==> src/rtl/bin_to_bcd_seq_if.sv <==
// Handshake and result bundle for bin_to_bcd_seq.
// The requester (master) drives start/bin_in; the converter (slave) drives busy/done/bcd_out/ovf.
interface bin_to_bcd_seq_if #(
  parameter int IN_W = 14
);
  logic            start;
  logic [IN_W-1:0] bin_in;
  logic            busy;
  logic            done;
  logic [15:0]     bcd_out;
  logic            ovf;

  modport master (
    output start, bin_in,
    input  busy, done, bcd_out, ovf
  );

  modport slave (
    input  start, bin_in,
    output busy, done, bcd_out, ovf
  );
endinterface

==> src/rtl/bin_to_bcd_seq.sv <==
// Iterative binary-to-BCD converter using shift-and-add-3 (double dabble).
// One input bit is consumed per SHIFT cycle. Start-to-done latency is IN_W+1
// cycles, and the shortest back-to-back period is IN_W+2 cycles.
// A 5-digit accumulator is kept so that values above 9999 raise ovf.
// Optional macro BIN_TO_BCD_SAT_EN: when defined, an overflowing result is
// displayed as 16'h9999. Otherwise bcd_out shows the lower four digits.
module bin_to_bcd_seq #(
  parameter int IN_W = 14
) (
  input  logic            clk,
  input  logic            reset_p,
  bin_to_bcd_seq_if.slave bus
);

  typedef enum logic [1:0] {
    ST_IDLE  = 2'd0,
    ST_SHIFT = 2'd1,
    ST_DONE  = 2'd2
  } state_t;

  state_t          state_q, state_d;
  logic [19:0]     acc_q, acc_d;
  logic [IN_W-1:0] shreg_q, shreg_d;
  logic [3:0]      cnt_q, cnt_d;
  logic            busy_q, busy_d;
  logic            done_q, done_d;
  logic [15:0]     bcd_q, bcd_d;
  logic            ovf_q, ovf_d;

  // Add 3 to each digit that is 5 or more. The following left shift then
  // carries that digit correctly into the next decimal place.
  logic [19:0] acc_adj;
  for (genvar gi = 0; gi < 5; gi++) begin : g_adj
    assign acc_adj[gi*4 +: 4] = (acc_q[gi*4 +: 4] >= 4'd5) ?
                                (acc_q[gi*4 +: 4] + 4'd3) : acc_q[gi*4 +: 4];
  end

  // Next-state and datapath logic. Everything holds unless its state updates it.
  always_comb begin
    state_d = state_q;
    acc_d   = acc_q;
    shreg_d = shreg_q;
    cnt_d   = cnt_q;
    busy_d  = busy_q;
    done_d  = 1'b0;
    bcd_d   = bcd_q;
    ovf_d   = ovf_q;
    unique case (state_q)
      ST_IDLE: begin
        if (bus.start) begin
          shreg_d = bus.bin_in;
          acc_d   = '0;
          cnt_d   = 4'(IN_W);
          busy_d  = 1'b1;
          state_d = ST_SHIFT;
        end
      end
      ST_SHIFT: begin
        {acc_d, shreg_d} = {acc_adj[18:0], shreg_q, 1'b0};
        cnt_d = cnt_q - 4'd1;
        if (cnt_q == 4'd1) begin
          state_d = ST_DONE;
        end
      end
      ST_DONE: begin
        ovf_d = (acc_q[19:16] != 4'd0);
`ifdef BIN_TO_BCD_SAT_EN
        bcd_d = (acc_q[19:16] != 4'd0) ? 16'h9999 : acc_q[15:0];
`else
        bcd_d = acc_q[15:0];
`endif
        done_d  = 1'b1;
        busy_d  = 1'b0;
        state_d = ST_IDLE;
      end
      default: begin
        state_d = ST_IDLE;
        busy_d  = 1'b0;
      end
    endcase
  end

  // State register. Reset is asynchronous so that a conversion can be aborted at any time.
  always_ff @(posedge clk or posedge reset_p) begin
    if (reset_p) begin
      state_q <= ST_IDLE;
      acc_q   <= '0;
      shreg_q <= '0;
      cnt_q   <= '0;
      busy_q  <= 1'b0;
      done_q  <= 1'b0;
      bcd_q   <= 16'h0000;
      ovf_q   <= 1'b0;
    end else begin
      state_q <= state_d;
      acc_q   <= acc_d;
      shreg_q <= shreg_d;
      cnt_q   <= cnt_d;
      busy_q  <= busy_d;
      done_q  <= done_d;
      bcd_q   <= bcd_d;
      ovf_q   <= ovf_d;
    end
  end

  assign bus.busy    = busy_q;
  assign bus.done    = done_q;
  assign bus.bcd_out = bcd_q;
  assign bus.ovf     = ovf_q;

endmodule

==> src/flat_wrapper.sv <==
// flat-port wrapper written by rule: the top's interface ports become plain ports
module bin_to_bcd_seq_flat 
#(
  parameter int IN_W = 14
)
  (clk, reset_p, bus_start, bus_bin_in, bus_busy, bus_done, bus_bcd_out, bus_ovf);
  bin_to_bcd_seq_if #(.IN_W(IN_W)) bus_i ();
  input  logic clk;
  input  logic reset_p;
  input wire logic [$bits(bus_i.start)-1:0] bus_start;
  input wire logic [$bits(bus_i.bin_in)-1:0] bus_bin_in;
  output wire logic [$bits(bus_i.busy)-1:0] bus_busy;
  output wire logic [$bits(bus_i.done)-1:0] bus_done;
  output wire logic [$bits(bus_i.bcd_out)-1:0] bus_bcd_out;
  output wire logic [$bits(bus_i.ovf)-1:0] bus_ovf;
  assign bus_i.start = bus_start;
  assign bus_i.bin_in = bus_bin_in;
  assign bus_busy = bus_i.busy;
  assign bus_done = bus_i.done;
  assign bus_bcd_out = bus_i.bcd_out;
  assign bus_ovf = bus_i.ovf;
  bin_to_bcd_seq #(.IN_W(IN_W)) u_core (.clk(clk), .reset_p(reset_p), .bus(bus_i));
endmodule
==> config.mk <==
export PLATFORM = sky130hd
export DESIGN_NAME = bin_to_bcd_seq_flat
export DESIGN_NICKNAME = d
export VERILOG_FILES = /design/src/rtl/bin_to_bcd_seq_if.sv /design/src/rtl/bin_to_bcd_seq.sv /design/src/flat_wrapper.sv
export SDC_FILE = /design/constraint.sdc
export NUM_CORES = 1
export LEC_CHECK = 0
export CORE_ASPECT_RATIO = 0.7
export CORE_UTILIZATION = 40
export CTS_BUF_LIST = sky130_fd_sc_hd__clkbuf_2 sky130_fd_sc_hd__clkbuf_4 sky130_fd_sc_hd__clkbuf_8
export CTS_CLUSTER_SIZE = 16
export DETAILED_ROUTE_END_ITERATION = 10
export GPL_TIMING_DRIVEN = 1
export PLACE_DENSITY = 0.6
export REMOVE_ABC_BUFFERS = 1
export SYNTH_ARGS = -nofsm -noshare
export SYNTH_HDL_FRONTEND = slang
export SYNTH_SLANG_ARGS = --single-unit
==> constraint.sdc <==
create_clock -name clk -period 1.7 [get_ports clk]
set_clock_uncertainty 0.2 [all_clocks]
set_input_delay 0.255 -clock clk [delete_from_list [all_inputs] [get_ports clk]]
set_output_delay 0.255 -clock clk [all_outputs]
set_load 0.1 [all_outputs]
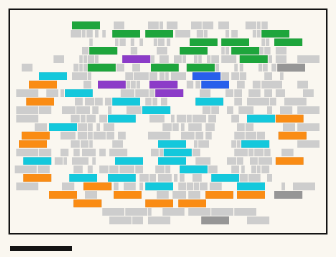
**Above:** sequential cells colored by netlist name.
Bar = 20 um. Other sequential cells in the stronger gray, the rest of the logic in the fainter gray.
u_core.cnt_q -> purple  # sequential cells 4
u_core.bus.bcd_out -> orange  # sequential cells 16
u_core.acc_q -> cyan  # sequential cells 20
u_core.state_q -> blue  # sequential cells 2
u_core.shreg_q -> green  # sequential cells 14

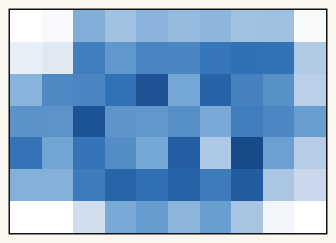
**Above:** cell density map.
10 x 7 tiles, from white (low) to dark blue (high), 0 to 100% covered.
fullest tile = 90%
tiles over 75% full = 11%
nearly empty tiles = 5.7%
emptiest ninth of the die = upper left
mean over tiles = 51%
core area: 0.00646 mm2
Util after Layout: 0.586
FP Util: 0.428

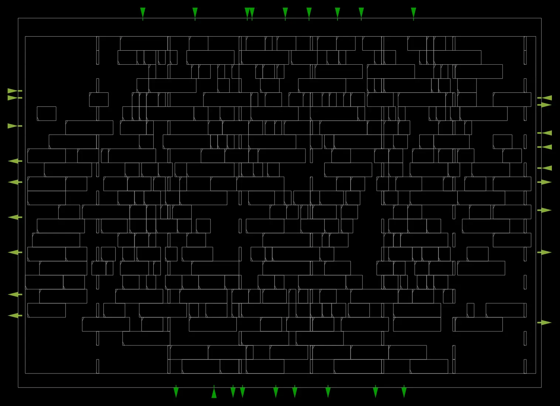
**Above:** placed standard cells.
seq_cells: 59
fraction of area in registers: 0.390
Well Taps: 91
# fillers: 544

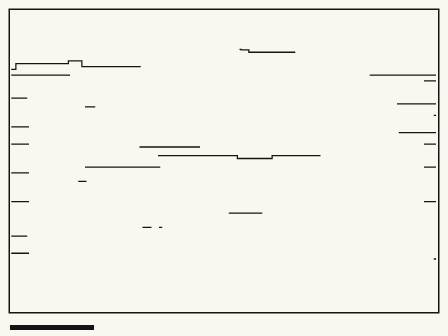
**Above:** met3 routing.
Bar = 20 um.
nets with wire on the layer = 20
longest straight run = 18.6 um
share of all routed wire = 3.9%
main direction = horizontal

sequential cells by signal (all words and copies together), names as in the netlist:
register	count
u_core.cnt_q	4
u_core.state_q	2
u_core.acc_q	20
u_core.bus.bcd_out	16
u_core.bus.ovf	1
u_core.bus.done	1
u_core.bus.busy	1
u_core.shreg_q	14
power by group:
part / leakage (uW) / switching (uW) / internal [uW]
sequential: 0.000747 / 484 / 1950
combinational: 0.000874 / 2140 / 1630
clock: 0.000101 / 513 / 653
total: 0.00172 / 3140 / 4220
tightest hold or removal path, delay by kind of cell:
kind	cells	cell delay, ps
buffers and inverters	3	750
logic make-up (layout without fill, tap and decap cells):
family	after synthesis	in the layout
adders and majority gates	13	13
DFF	59	59
and+or+nand+nor	67	67
AOI/OAI and AO/OA	59	59
buffers and inverters	28	91
xor gates and xnor gates	8	8
muxes	16	16
timing repair:
| item | 4_1_cts | 5_1_grt |
|---|---|---|
| endpoints found under the hold margin | 0 | 0 |
| endpoints found under the setup margin | 0 | 17 |
| hold buffers | 0 | 0 |
| resized | 0 | 11 |
through the flow:
step	instance area [um2]	std cells	hold slack, ps
after global placement	3560	388	260
after floorplan	2680	236	183
final	3780	404	91.4
after detailed placement	3560	388	262
after CTS	3750	404	108
after global routing	3780	404	124
synth_stat cells (4+ instances only):
cell / n / area (um2)
nand2b_1: 6 / 37.5
o311ai_0: 4 / 35.0
mux2_2: 12 / 135
dfrtp_1: 59 / 1480
o21ai_0: 8 / 40.0
nand2_1: 32 / 120
xnor2_1: 5 / 43.8
mux2_1: 4 / 45.0
buf_2: 9 / 45.0
a21oi_1: 9 / 45.0
inv_1: 14 / 52.6
nand3_1: 4 / 20.0
o31ai_1: 6 / 45.0
o22ai_1: 6 / 37.5
a31oi_1: 10 / 62.6
ha_1: 13 / 163
a32o_1: 5 / 50.1
nor2_1: 12 / 45.0
final cells by class:
class / count / share of cell area
Sequential cell: 59 / 0.390
Clock inverter: 2 / 0.00265
Multi-Input combinational cell: 163 / 0.313
Clock buffer: 14 / 0.0460
Inverter: 14 / 0.0139
Timing Repair Buffer: 61 / 0.204
Tap cell: 91 / 0.0301
cells in the final DEF (no fill, tap or decap), types with 3 or more instances in the layout:
cell             Yosys  routed
dfrtp_1             59      59
nand2_1             32      32
buf_4                0      23
buf_12               1      22
clkdlybuf4s50_1      0      16
inv_1               14      13
mux2_2              12      12
ha_1                13      12
nor2_1              12      11
clkbuf_8             0      11
a31oi_1             10      10
o21ai_0              8       8
nand2b_1             6       6
o31ai_1              6       6
o22ai_1              6       6
a21oi_1              9       5
a32o_1               5       5
xnor2_1              5       5
mux2_1               4       4
nand3_1              4       4
nor3b_1              3       3
a21oi_2              0       3
xor2_1               3       3
o32ai_1              3       3
a22oi_1              3       3
clkbuf_4             0       3
path summary, 6_finish.rpt:
kind	startpoint	endpoint	slack [ps]	cells past startpoint
max	u_core.state_q[1]	u_core.acc_q[11]	80	4
min	reset_p	u_core.bus.bcd_out[10]	90	3
max reg2reg	u_core.state_q[1]	u_core.acc_q[11]	80	4
min reg2reg	u_core.shreg_q[1]	u_core.shreg_q[1]	290	2
max in group asynchronous	reset_p	u_core.acc_q[15]	940	3
min in group clk	bus_bin_in[7]	u_core.shreg_q[7]	280	3
==> impl_metrics.ini <==
; synthesis and place-and-route metrics
[outcome]
status = finished, final reports clean

[global_route]
grt_max_degree = 60
grt_use_met2 = 0.254
grt_overflow_total = 0
grt_pass1_wl_um = 9680
met3_usage = 0.0537
top_usage_layer = met2
grt_pass1_vias = 2041

[clock_network]
clockBufferDepth = 2
cts_buffers = 9
clk_latency_ps = 330
postCtsSetupBuffers = 0
cts.root.buffer_cell = clkbuf_8

[synth]
synthesis.area_mm2 = 0.00276
adder_share = 0.0589
synthMuxAreaShare = 0.0652
ff_type = dfrtp_1
yosysWarningCount = 0
xor_area_frac = 0.0254
ys_seq_elements = 59
simple_gate_share = 0.120
synth_seq_share = 0.534

[detailed_routing]
wl_met1_um = 2890
vias_per_cell = 5.02
post-route-drc-count = 0
ant_nets = 0
route.met3.wl_um = 215

[setup_path]
slowest_delay_ps = 450
worstPathCellList = or3b_4 -> nand2_8 -> o31ai_1 -> a32o_1
cp.arrival_ps = 1630
critPathLaunchType = register
critPathBufInv = 0
worst-path-max-fanout = 12

[die]
pin_count = 36
die_y_um = 71.5
die_w_um = 101

[placed_design]
numPortBuffers = 35

[sta]
tightest_slew_ps = 348
min_period_ps = 1620
slew_headroom = 0.765
setup_slack_ps = 84.9

[job]
log.warning_count = 32

[power_and_ir_drop]
vdd_drop_max_v = 0.00111
power.total_uw = 7360

[final_layout]
antenna_cells = 0
seq_area_mm2 = 0.00148

[worst_hold_path]
hp-class = in2async
Power and IR drop assume default switching activity.
